## config.mk

```make
export PLATFORM = sky130hd
export DESIGN_NAME = ecap5_dwbic_decoder
export DESIGN_NICKNAME = d
export VERILOG_FILES = /design/src/rtl/ecap5_dwbic_pkg.sv /design/src/rtl/ecap5_dwbic_tracker.sv /design/src/rtl/ecap5_dwbic_decoder.sv
export SDC_FILE = /design/constraint.sdc
export NUM_CORES = 1
export LEC_CHECK = 0
export ABC_AREA = 1
export CAP_MARGIN = 20
export CORE_AREA = 4 4 120 122
export CTS_BUF_LIST = sky130_fd_sc_hd__clkbuf_8
export DETAILED_ROUTE_END_ITERATION = 7
export DIE_AREA = 0 0 124 126
export PLACE_DENSITY = 0.67
export SYNTH_ARGS = -nofsm -noshare
export SYNTH_HDL_FRONTEND = slang
export SYNTH_HIERARCHICAL = 1
export SYNTH_SLANG_ARGS = --single-unit
```

## constraint.sdc

```tcl
create_clock -name clk_i -period 4.4 [get_ports clk_i]
set_clock_uncertainty 0.2 [all_clocks]
set_input_delay 0.44 -clock clk_i [delete_from_list [all_inputs] [get_ports clk_i]]
set_output_delay 0.44 -clock clk_i [all_outputs]
set_load 0.05 [all_outputs]
```

## src/rtl/ecap5_dwbic_pkg.sv

```systemverilog
// Shared constants and types for the ecap5 Wishbone 1:N decoder.
package ecap5_dwbic_pkg;

    localparam int unsigned DAT_W     = 32;
    localparam int unsigned SEL_BYTES = 4;

    // Tracker FSM states
    localparam logic [1:0] ST_IDLE  = 2'd0;
    localparam logic [1:0] ST_BUSY  = 2'd1;
    localparam logic [1:0] ST_DRAIN = 2'd2;

    // Master request payload broadcast to every slave port
    typedef struct packed {
        logic [DAT_W-1:0]     adr;
        logic [DAT_W-1:0]     dat;
        logic [SEL_BYTES-1:0] sel;
        logic                 we;
    } wb_req_t;

    // Width of the slave index field; targets are one bit wider so the
    // all-ones code can name the internal error target.
    function automatic int unsigned sel_width(input int unsigned num_slaves);
        return (num_slaves > 1) ? $clog2(num_slaves) : 1;
    endfunction

endpackage

```

## src/rtl/ecap5_dwbic_tracker.sv

```systemverilog
// Outstanding-request tracker: count, locked target, ack timeout and drain FSM.
module ecap5_dwbic_tracker
    import ecap5_dwbic_pkg::*;
#(
    parameter int unsigned TGT_W           = 2,
    parameter int unsigned MAX_OUTSTANDING = 4,
    parameter int unsigned TIMEOUT_CYCLES  = 1024
) (
    input  logic             clk,
    input  logic             rst_n,
    input  logic             cyc,
    input  logic             accept_c,
    input  logic [TGT_W-1:0] dec_tgt_c,
    input  logic             slave_ack_c,
    output logic [TGT_W-1:0] target,
    output logic             busy_c,
    output logic             draining_c,
    output logic             tgt_err_c,
    output logic             stall_c,
    output logic             err_ack_c
);

    localparam int unsigned CNT_W = $clog2(MAX_OUTSTANDING) + 1;
    localparam int unsigned TMR_W = (TIMEOUT_CYCLES > 1) ? $clog2(TIMEOUT_CYCLES) : 1;
    localparam logic [TGT_W-1:0] ERR_TGT = '1;

    logic [1:0]       state,   state_nxt;
    logic [CNT_W-1:0] out_cnt, cnt_nxt;
    logic [TGT_W-1:0] target_nxt;
    logic [TMR_W-1:0] timer,   timer_nxt;
    logic             full_c;
    logic             ret_c;
    logic             timeout_hit_c;

    assign busy_c        = (out_cnt != '0);
    assign full_c        = (out_cnt == CNT_W'(MAX_OUTSTANDING));
    assign draining_c    = (state == ST_DRAIN);
    assign tgt_err_c     = (target == ERR_TGT);
    // Slave stall is added by the top; these terms also gate slave strobes
    assign stall_c       = full_c | (busy_c & (dec_tgt_c != target)) | draining_c;
    // Error target and drain both return one ack+err per cycle while requests remain
    assign err_ack_c     = cyc & busy_c & (draining_c | tgt_err_c);
    assign ret_c         = slave_ack_c | err_ack_c;
    assign timeout_hit_c = (TIMEOUT_CYCLES != 0) && (timer == TMR_W'(TIMEOUT_CYCLES - 1));

    // State register
    always_ff @(posedge clk or negedge rst_n) begin
        if (!rst_n) begin
            state   <= ST_IDLE;
            out_cnt <= '0;
            target  <= '0;
            timer   <= '0;
        end else begin
            state   <= state_nxt;
            out_cnt <= cnt_nxt;
            target  <= target_nxt;
            timer   <= timer_nxt;
        end
    end

    // Next-state: count, target lock, timeout and abort handling
    always_comb begin
        state_nxt  = state;
        cnt_nxt    = out_cnt;
        target_nxt = target;
        timer_nxt  = timer;

        if (accept_c) begin
            target_nxt = dec_tgt_c;
        end

        if (!cyc) begin
            state_nxt = ST_IDLE;
            cnt_nxt   = '0;
            timer_nxt = '0;
        end else begin
            if (accept_c && !ret_c) begin
                cnt_nxt = out_cnt + CNT_W'(1);
            end else if (!accept_c && ret_c) begin
                cnt_nxt = out_cnt - CNT_W'(1);
            end

            case (state)
                ST_IDLE: begin
                    timer_nxt = '0;
                    if (accept_c) begin
                        state_nxt = ST_BUSY;
                    end
                end
                ST_BUSY: begin
                    if (cnt_nxt == '0) begin
                        state_nxt = ST_IDLE;
                        timer_nxt = '0;
                    end else if (ret_c || !busy_c) begin
                        timer_nxt = '0;
                    end else if (timeout_hit_c) begin
                        state_nxt = ST_DRAIN;
                    end else begin
                        timer_nxt = timer + TMR_W'(1);
                    end
                end
                ST_DRAIN: begin
                    if (cnt_nxt == '0) begin
                        state_nxt = ST_IDLE;
                        timer_nxt = '0;
                    end
                end
                default: begin
                    state_nxt = ST_IDLE;
                    cnt_nxt   = '0;
                    timer_nxt = '0;
                end
            endcase
        end
    end

endmodule

```

## src/rtl/ecap5_dwbic_decoder.sv

```systemverilog
// Wishbone B4 pipelined 1-master to N-slave decoder with error target and timeout.
module ecap5_dwbic_decoder
    import ecap5_dwbic_pkg::*;
#(
    parameter int unsigned NUM_SLAVES      = 2,
    parameter int unsigned SEL_LSB         = 14,
    parameter int unsigned MAX_OUTSTANDING = 4,
    parameter int unsigned TIMEOUT_CYCLES  = 1024
) (
    input  logic                            clk_i,
    input  logic                            rst_i,
    input  logic [DAT_W-1:0]                m_wb_adr_i,
    input  logic [DAT_W-1:0]                m_wb_dat_i,
    output logic [DAT_W-1:0]                m_wb_dat_o,
    input  logic [SEL_BYTES-1:0]            m_wb_sel_i,
    input  logic                            m_wb_we_i,
    input  logic                            m_wb_stb_i,
    input  logic                            m_wb_cyc_i,
    output logic                            m_wb_ack_o,
    output logic                            m_wb_err_o,
    output logic                            m_wb_stall_o,
    output logic [DAT_W*NUM_SLAVES-1:0]     s_wb_adr_o,
    output logic [DAT_W*NUM_SLAVES-1:0]     s_wb_dat_o,
    input  logic [DAT_W*NUM_SLAVES-1:0]     s_wb_dat_i,
    output logic [SEL_BYTES*NUM_SLAVES-1:0] s_wb_sel_o,
    output logic [NUM_SLAVES-1:0]           s_wb_we_o,
    output logic [NUM_SLAVES-1:0]           s_wb_stb_o,
    output logic [NUM_SLAVES-1:0]           s_wb_cyc_o,
    input  logic [NUM_SLAVES-1:0]           s_wb_ack_i,
    input  logic [NUM_SLAVES-1:0]           s_wb_stall_i
);

    localparam int unsigned SEL_W = sel_width(NUM_SLAVES);
    localparam int unsigned TGT_W = SEL_W + 1;
    localparam logic [TGT_W-1:0] ERR_TGT  = '1;
    localparam logic [DAT_W-1:0] IDX_MASK = DAT_W'(((64'd1 << SEL_W) - 64'd1) << SEL_LSB);

    wb_req_t          req_c;
    logic [SEL_W-1:0] idx_c;
    logic             hi_zero_c;
    logic             mapped_c;
    logic [TGT_W-1:0] dec_tgt_c;
    logic [TGT_W-1:0] target;
    logic             busy_c;
    logic             draining_c;
    logic             tgt_err_c;
    logic             trk_stall_c;
    logic             err_ack_c;
    logic             sel_stall_c;
    logic             sel_ack_c;
    logic [DAT_W-1:0] sel_dat_c;
    logic             stall_all_c;
    logic             accept_c;
    logic             slave_ack_c;

    assign req_c = '{adr: m_wb_adr_i, dat: m_wb_dat_i, sel: m_wb_sel_i, we: m_wb_we_i};

    // Address decode; anything outside the slave windows goes to the error target
    assign idx_c     = m_wb_adr_i[SEL_LSB +: SEL_W];
    assign hi_zero_c = ((m_wb_adr_i >> (SEL_LSB + SEL_W)) == DAT_W'(0));
    assign mapped_c  = hi_zero_c && (32'(idx_c) < NUM_SLAVES);
    assign dec_tgt_c = mapped_c ? {1'b0, idx_c} : ERR_TGT;

    // Mux the decoded slave's stall and the locked target's ack/data
    always_comb begin
        sel_stall_c = 1'b0;
        sel_ack_c   = 1'b0;
        sel_dat_c   = '0;
        for (int unsigned i = 0; i < NUM_SLAVES; i++) begin
            if (dec_tgt_c == TGT_W'(i)) begin
                sel_stall_c = s_wb_stall_i[i];
            end
            if (target == TGT_W'(i)) begin
                sel_ack_c = s_wb_ack_i[i];
                sel_dat_c = s_wb_dat_i[i*DAT_W +: DAT_W];
            end
        end
    end

    assign stall_all_c = trk_stall_c | sel_stall_c;
    assign accept_c    = m_wb_cyc_i & m_wb_stb_i & ~stall_all_c;
    // Slave acks only count while something is outstanding to a real slave
    assign slave_ack_c = m_wb_cyc_i & busy_c & ~draining_c & ~tgt_err_c & sel_ack_c;

    ecap5_dwbic_tracker #(
        .TGT_W           (TGT_W),
        .MAX_OUTSTANDING (MAX_OUTSTANDING),
        .TIMEOUT_CYCLES  (TIMEOUT_CYCLES)
    ) u_tracker (
        .clk         (clk_i),
        .rst_n       (rst_i),
        .cyc         (m_wb_cyc_i),
        .accept_c    (accept_c),
        .dec_tgt_c   (dec_tgt_c),
        .slave_ack_c (slave_ack_c),
        .target      (target),
        .busy_c      (busy_c),
        .draining_c  (draining_c),
        .tgt_err_c   (tgt_err_c),
        .stall_c     (trk_stall_c),
        .err_ack_c   (err_ack_c)
    );

    // Master return path; control outputs are forced idle while reset is held
    assign m_wb_stall_o = rst_i & stall_all_c;
    assign m_wb_ack_o   = rst_i & (slave_ack_c | err_ack_c);
    assign m_wb_err_o   = rst_i & err_ack_c;
    assign m_wb_dat_o   = (busy_c & ~draining_c & ~tgt_err_c) ? sel_dat_c : '0;

    // Per-slave request fan-out with the index field cleared from the address
    for (genvar i = 0; i < NUM_SLAVES; i++) begin : g_slave
        assign s_wb_adr_o[i*DAT_W +: DAT_W]         = req_c.adr & ~IDX_MASK;
        assign s_wb_dat_o[i*DAT_W +: DAT_W]         = req_c.dat;
        assign s_wb_sel_o[i*SEL_BYTES +: SEL_BYTES] = req_c.sel;
        assign s_wb_we_o[i]  = req_c.we;
        assign s_wb_stb_o[i] = rst_i & m_wb_stb_i & m_wb_cyc_i
                             & (dec_tgt_c == TGT_W'(i)) & ~trk_stall_c;
        assign s_wb_cyc_o[i] = rst_i & m_wb_cyc_i & ~draining_c
                             & ((dec_tgt_c == TGT_W'(i)) | (busy_c & (target == TGT_W'(i))));
    end

endmodule

```

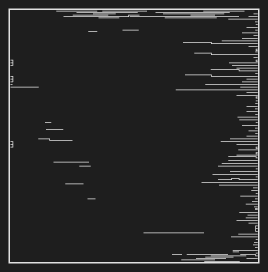
Run 1: signal wires on met3
Scale: 2 px per um.
The layer holds 14% of the routed length. The wires run mostly horizontal. The layer carries 1340 um of wire. 110 nets have wire on it.
met3 routing resource usage after global routing: 5.291%
Total Routed Length: 9753 um

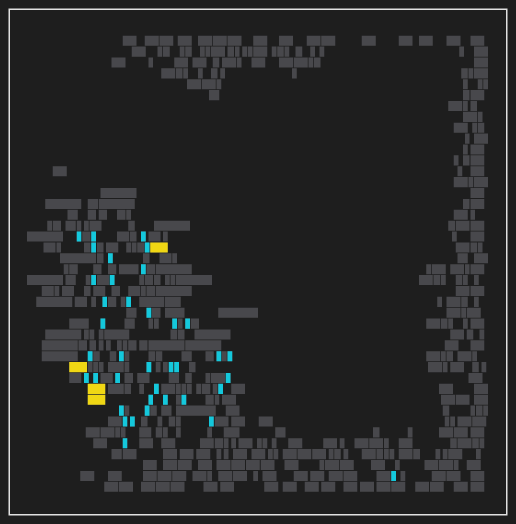
Run 1: selected gate families
Scale: 4 px per um.
adder and majority cells: marked yellow, cells 4, where lower left. inverters: marked cyan, cells 38.
most frequent logic cell in the layout: clkdlybuf4s50_1
combinational share of cell area: 33.49%

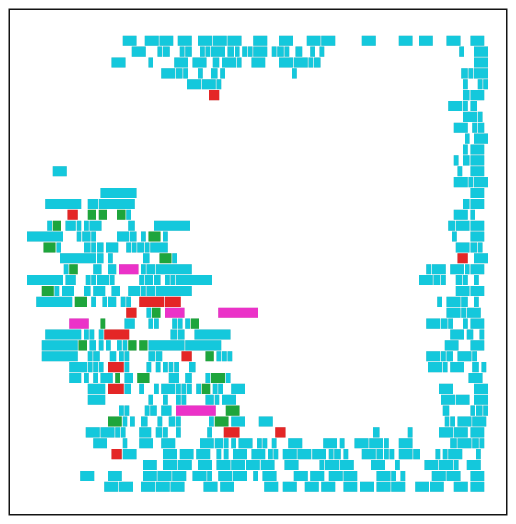
Run 1: cell sizes after repair
Scale: 4 px per um.
drive 1 or less: marked cyan, cells 433. drive 3 to 4: marked red, cells 13. drive 2: marked green, cells 24. drive 6 and up: marked magenta, cells 5.
Setup WS post-layout: 0.5380 ns
design area: 3822 um^2
Area Overhead vs Synth: 30.06%
Buffers, non-clock: 169

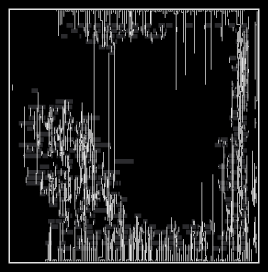
Run 1: met2 routing
Scale: 2 px per um.
The longest straight run is 89.1 um. The layer holds 47% of the routed length. 499 nets have wire on it. The layer carries 4610 um of wire. The wires run mostly vertical.

==> results_tabular.tex <==
% Implementation results table
\begin{tabular}{lr}
\hline
Metric & Value \\
\hline
\multicolumn{2}{l}{\textbf{Final timing}} \\
Fraction of the cycle the final worst path needs & 87.77\% \\
Post-layout minimum cycle time & 3.862 ns \\
Count of final hold-check violations & 0 \\
Highest Clock Rate & 258.9 MHz \\
Slew HR & 39.80\% \\
Actual slew at the worst max-slew pin & 0.9020 ns \\
Setup repair after global routing missed its margin & false \\
Final count of pins violating max slew & 0 \\
Final sum of negative setup slack & 0 ns \\
Setup violations, final & 0 \\
\multicolumn{2}{l}{\textbf{Floorplanning}} \\
Total die area & 15620 um\^{}2 \\
Row cnt & 42 \\
Width of the chip & 124 um \\
Number of I/O pins & 318 \\
Fp util & 22.28\% \\
Area of the core & 13190 um\^{}2 \\
Die extent in y & 126 um \\
\multicolumn{2}{l}{\textbf{Logic synthesis}} \\
YS chip area & 2939 um\^{}2 \\
Warnings, synthesis & 6 \\
Top\_reg\_cell synth & dfrtp\_1 \\
Yosys cell count & 450 \\
Synth Instances & 450 \\
Async S/R FF share, synth & 100.0\% \\
EDFF count, synth & 0 \\
Top cell type by instance count after synthesis & buf\_4 \\
Cell area after technology mapping & 2939 um\^{}2 \\
Cell types with the largest area share after synthesis & buf\_4 (35\%), dfrtp\_1 (14\%), nand2\_1 (14\%) \\
Post-synth regs & 17 \\
Cell taking the most area after synthesis & buf\_4 \\
Area share of the leading cell type in the synthesized netlist & 35.25\% \\
Synthesized area per cell & 6.531 um\^{}2 \\
Tally of unique sky130hd cells used after synthesis & 33 \\
Seq/Total Area, Yosys & 14.47\% \\
Most used standard cells in the synthesized netlist & buf\_4 (138), nand2\_1 (108), a21oi\_1 (35), inv\_1 (35), nor2\_1 (22) \\
\multicolumn{2}{l}{\textbf{Setup path}} \\
Highest cell delay on the worst timing path & 0.47 ns \\
Crit path required time & 4.39 ns \\
Startpoint of the most critical setup path & m\_wb\_adr\_i[16] \\
Source of the worst register-to-register timing path & u\_tracker/out\_cnt[0] \\
Launching element type of the critical path & input port \\
Setup crit end kind & flop \\
RR Endpoint & u\_tracker/timer[4] \\
Sequence of cells on the critical path & clkdlybuf4s50\_1, nor2\_1, nand2\_1, nor2\_1, nand2\_1, nor2\_4, nand2\_2, a221o\_1, o31ai\_1, nand2\_1, inv\_1, nand3\_2, nor2\_1, inv\_1, nand2\_4, nand2\_1, nand2\_1, nand2\_2, nand3\_4, nand2\_1, nor2\_1, nand3b\_1, nand2\_2 \\
Biggest fanout along the worst timing path & 10 \\
CP Data Arrival Time & 3.85 ns \\
Cell depth of the worst flop-to-flop path & 18 \\
R2r setup slk & 1.23 ns \\
Kind of critical path & input port to flop \\
Crit-path slowest cell & clkdlybuf4s50\_1 \\
Cell repeated most along the worst path & nand2\_1 \\
\multicolumn{2}{l}{\textbf{GRT}} \\
Wire length of the first global-routing pass & 13700 um \\
Overall Global Routing Usage & 10.99\% \\
Grt ovf & 0 \\
Vias in the first global route & 2494 \\
Antenna violations before repair & 0 \\
Maximum number of pins on one net before global-route repair & 35 \\
\multicolumn{2}{l}{\textbf{Clocking}} \\
Clock transition at the registers of the reported paths & 0.06 ns \\
Cts repair resizes & 0 \\
Total CTS buffers & 3 \\
Number of sinks handled by clock tree synthesis & 17 \\
Root Buffer & clkbuf\_8 \\
Latest clock arrival within the worst-skew pair & 0.25 ns \\
Maximum level of the CTS H-tree & 1 \\
TritonCTS clock tree & built \\
Total of hold buffers inserted after clock tree synthesis & 0 \\
Clock buffer depth & 2 \\
Post-CTS Setup Inserts & 0 \\
\multicolumn{2}{l}{\textbf{Routing}} \\
TritonRoute pass-1 iters & 4 \\
Via total after detailed routing & 2632 \\
Detail-routed net length per standard cell & 14.98 um \\
Starting DRC count in detailed routing & 117 \\
Remaining antenna violation count & 0 \\
Average vias per placed instance & 4.043 \\
Drt drc & 0 \\
\multicolumn{2}{l}{\textbf{Flow run}} \\
Number of max-capacitance violations reported & 0 \\
Number of logged tool warnings & 28 \\
\multicolumn{2}{l}{\textbf{Outcome}} \\
Run status & finished, final reports clean \\
\multicolumn{2}{l}{\textbf{Finish}} \\
Number of cells in the finished layout apart from fillers & 651 \\
Ant diodes & 0 \\
Fraction of final layout cells sized beyond drive strength 1 & 8.842\% \\
\# nets final & 621 \\
\multicolumn{2}{l}{\textbf{Power and ir drop}} \\
Pwr dens & 480.9 nW/um\^{}2 \\
IR Drop Worst-Case VDD & 0.3120 mV \\
Leak Pwr & 1.556 nW \\
\multicolumn{2}{l}{\textbf{Place}} \\
Half-perimeter wire length after placement & 8217 um \\
Final weighted congestion in routability-driven placement & 0.7763 \\
Count of placed standard cells including taps & 646 \\
Count of buffers from port buffering & 162 \\
\multicolumn{2}{l}{\textbf{Hold path}} \\
Type of the most critical hold path & input port to asynchronous set/reset pin \\
\hline
\end{tabular}
run 1: critical path: cells and delay by family:
| family | cells | cell delay [ns] |
|---|---|---|
| and+or+nand+nor | 18 | 2.16 |
| AOI/OAI and AO/OA | 2 | 0.54 |
| buffers and inverters | 3 | 0.71 |
run 1: logic make-up after synthesis:
| kind of cell | after synthesis | share of synthesized area [%] |
|---|---|---|
| buffers and inverters | 187 | 42.10 |
| AOI/OAI and AO/OA | 51 | 9.919 |
| other | 1 | 0.1276 |
| DFF | 17 | 14.47 |
| and+or+nand+nor | 181 | 28.99 |
| adders and majority gates | 4 | 1.703 |
| xor gates and xnor gates | 9 | 2.682 |
run 1: how the worst max path moves through the flow:
stage | end | slack [ns] | cells after the start
after detailed placement | u_tracker/timer[4] | 0.23 | 23
final | u_tracker/timer[4] | 0.54 | 23
after CTS | u_tracker/timer[4] | 0.51 | 23
after floorplan | u_tracker/timer[4] | 1.01 | 23
after global placement | u_tracker/timer[9] | 0.44 | 23
after global routing | u_tracker/timer[4] | 0.20 | 23
run 1: sequential cells by signal, summed over array words and instances, names as in the netlist:
signal             cells
u_tracker/timer       10
u_tracker/target       2
u_tracker/out_cnt      3
u_tracker/state        2
run 1: routing by layer:
| layer | track usage (%) | part of all wire (%) |
|---|---|---|
| met1 | 12.12 | 38 |
| met2 | 19.09 | 47 |
| met3 | 5.291 | 14 |
| met5 | 0 | 0 |
| met4 | 2.255 | 1.4 |
run 1: power by group:
| part | internal, mW | total (mW) | switching [mW] |
|---|---|---|---|
| logic | 0.516 | 1.51 | 0.998 |
| registers | 0.184 | 0.212 | 0.0283 |
| clock network | 0.0619 | 0.112 | 0.0504 |
| total | 0.761 | 1.84 | 1.08 |
run 1: stage by stage:
stage	worst slack [ns]	power [mW]	hold slack, ns	cell area, um^2	util, %
4_1_cts	0.5069	1.832	0.3184	3795	28.77
3_5_place_dp	0.2269	1.714	0.3056	3750	28.43
3_3_place_gp	0.4417	1.659	0.3060	3722	28.22
5_1_grt	0.1981	1.968	0.3356	3822	28.98
6_report	0.5380	1.838	0.3098	3822	28.98
2_1_floorplan	1.014	1.455	-0.05559	2943	-
run 1: cells in the final DEF (no fill, tap or decap):
master / count
nand2_1: 108
a221o_1: 1
nand4_1: 10
nand2_2: 11
nand2_4: 3
nor2_2: 1
conb_1: 2
nand3_1: 9
buf_16: 2
xnor2_1: 4
clkbuf_8: 3
clkinv_1: 1
o31ai_1: 1
o211ai_1: 1
nand3_2: 4
nor3_1: 5
inv_1: 36
nor2_4: 1
inv_2: 2
a21oi_1: 35
nor2_1: 22
ha_1: 4
clkdlybuf4s50_1: 160
dfrtp_1: 17
a21oi_2: 1
xor2_1: 5
or2_1: 1
a22o_1: 1
o21ai_2: 5
buf_4: 7
nand3b_1: 4
o21ai_0: 6
nand3_4: 2
run 1: area by class of cell:
type | count | area, um^2
inverters | 38 | 142.6
clock buffers | 3 | 41.29
fillers | 1423 | 9368
well taps | 176 | 220.2
multi-input cells | 247 | 1280
repair buffers | 169 | 1709
flip-flops and latches | 17 | 425.4
clock inverters | 1 | 3.754
Power figures rest on the tool's default switching activity, not on a simulated workload.
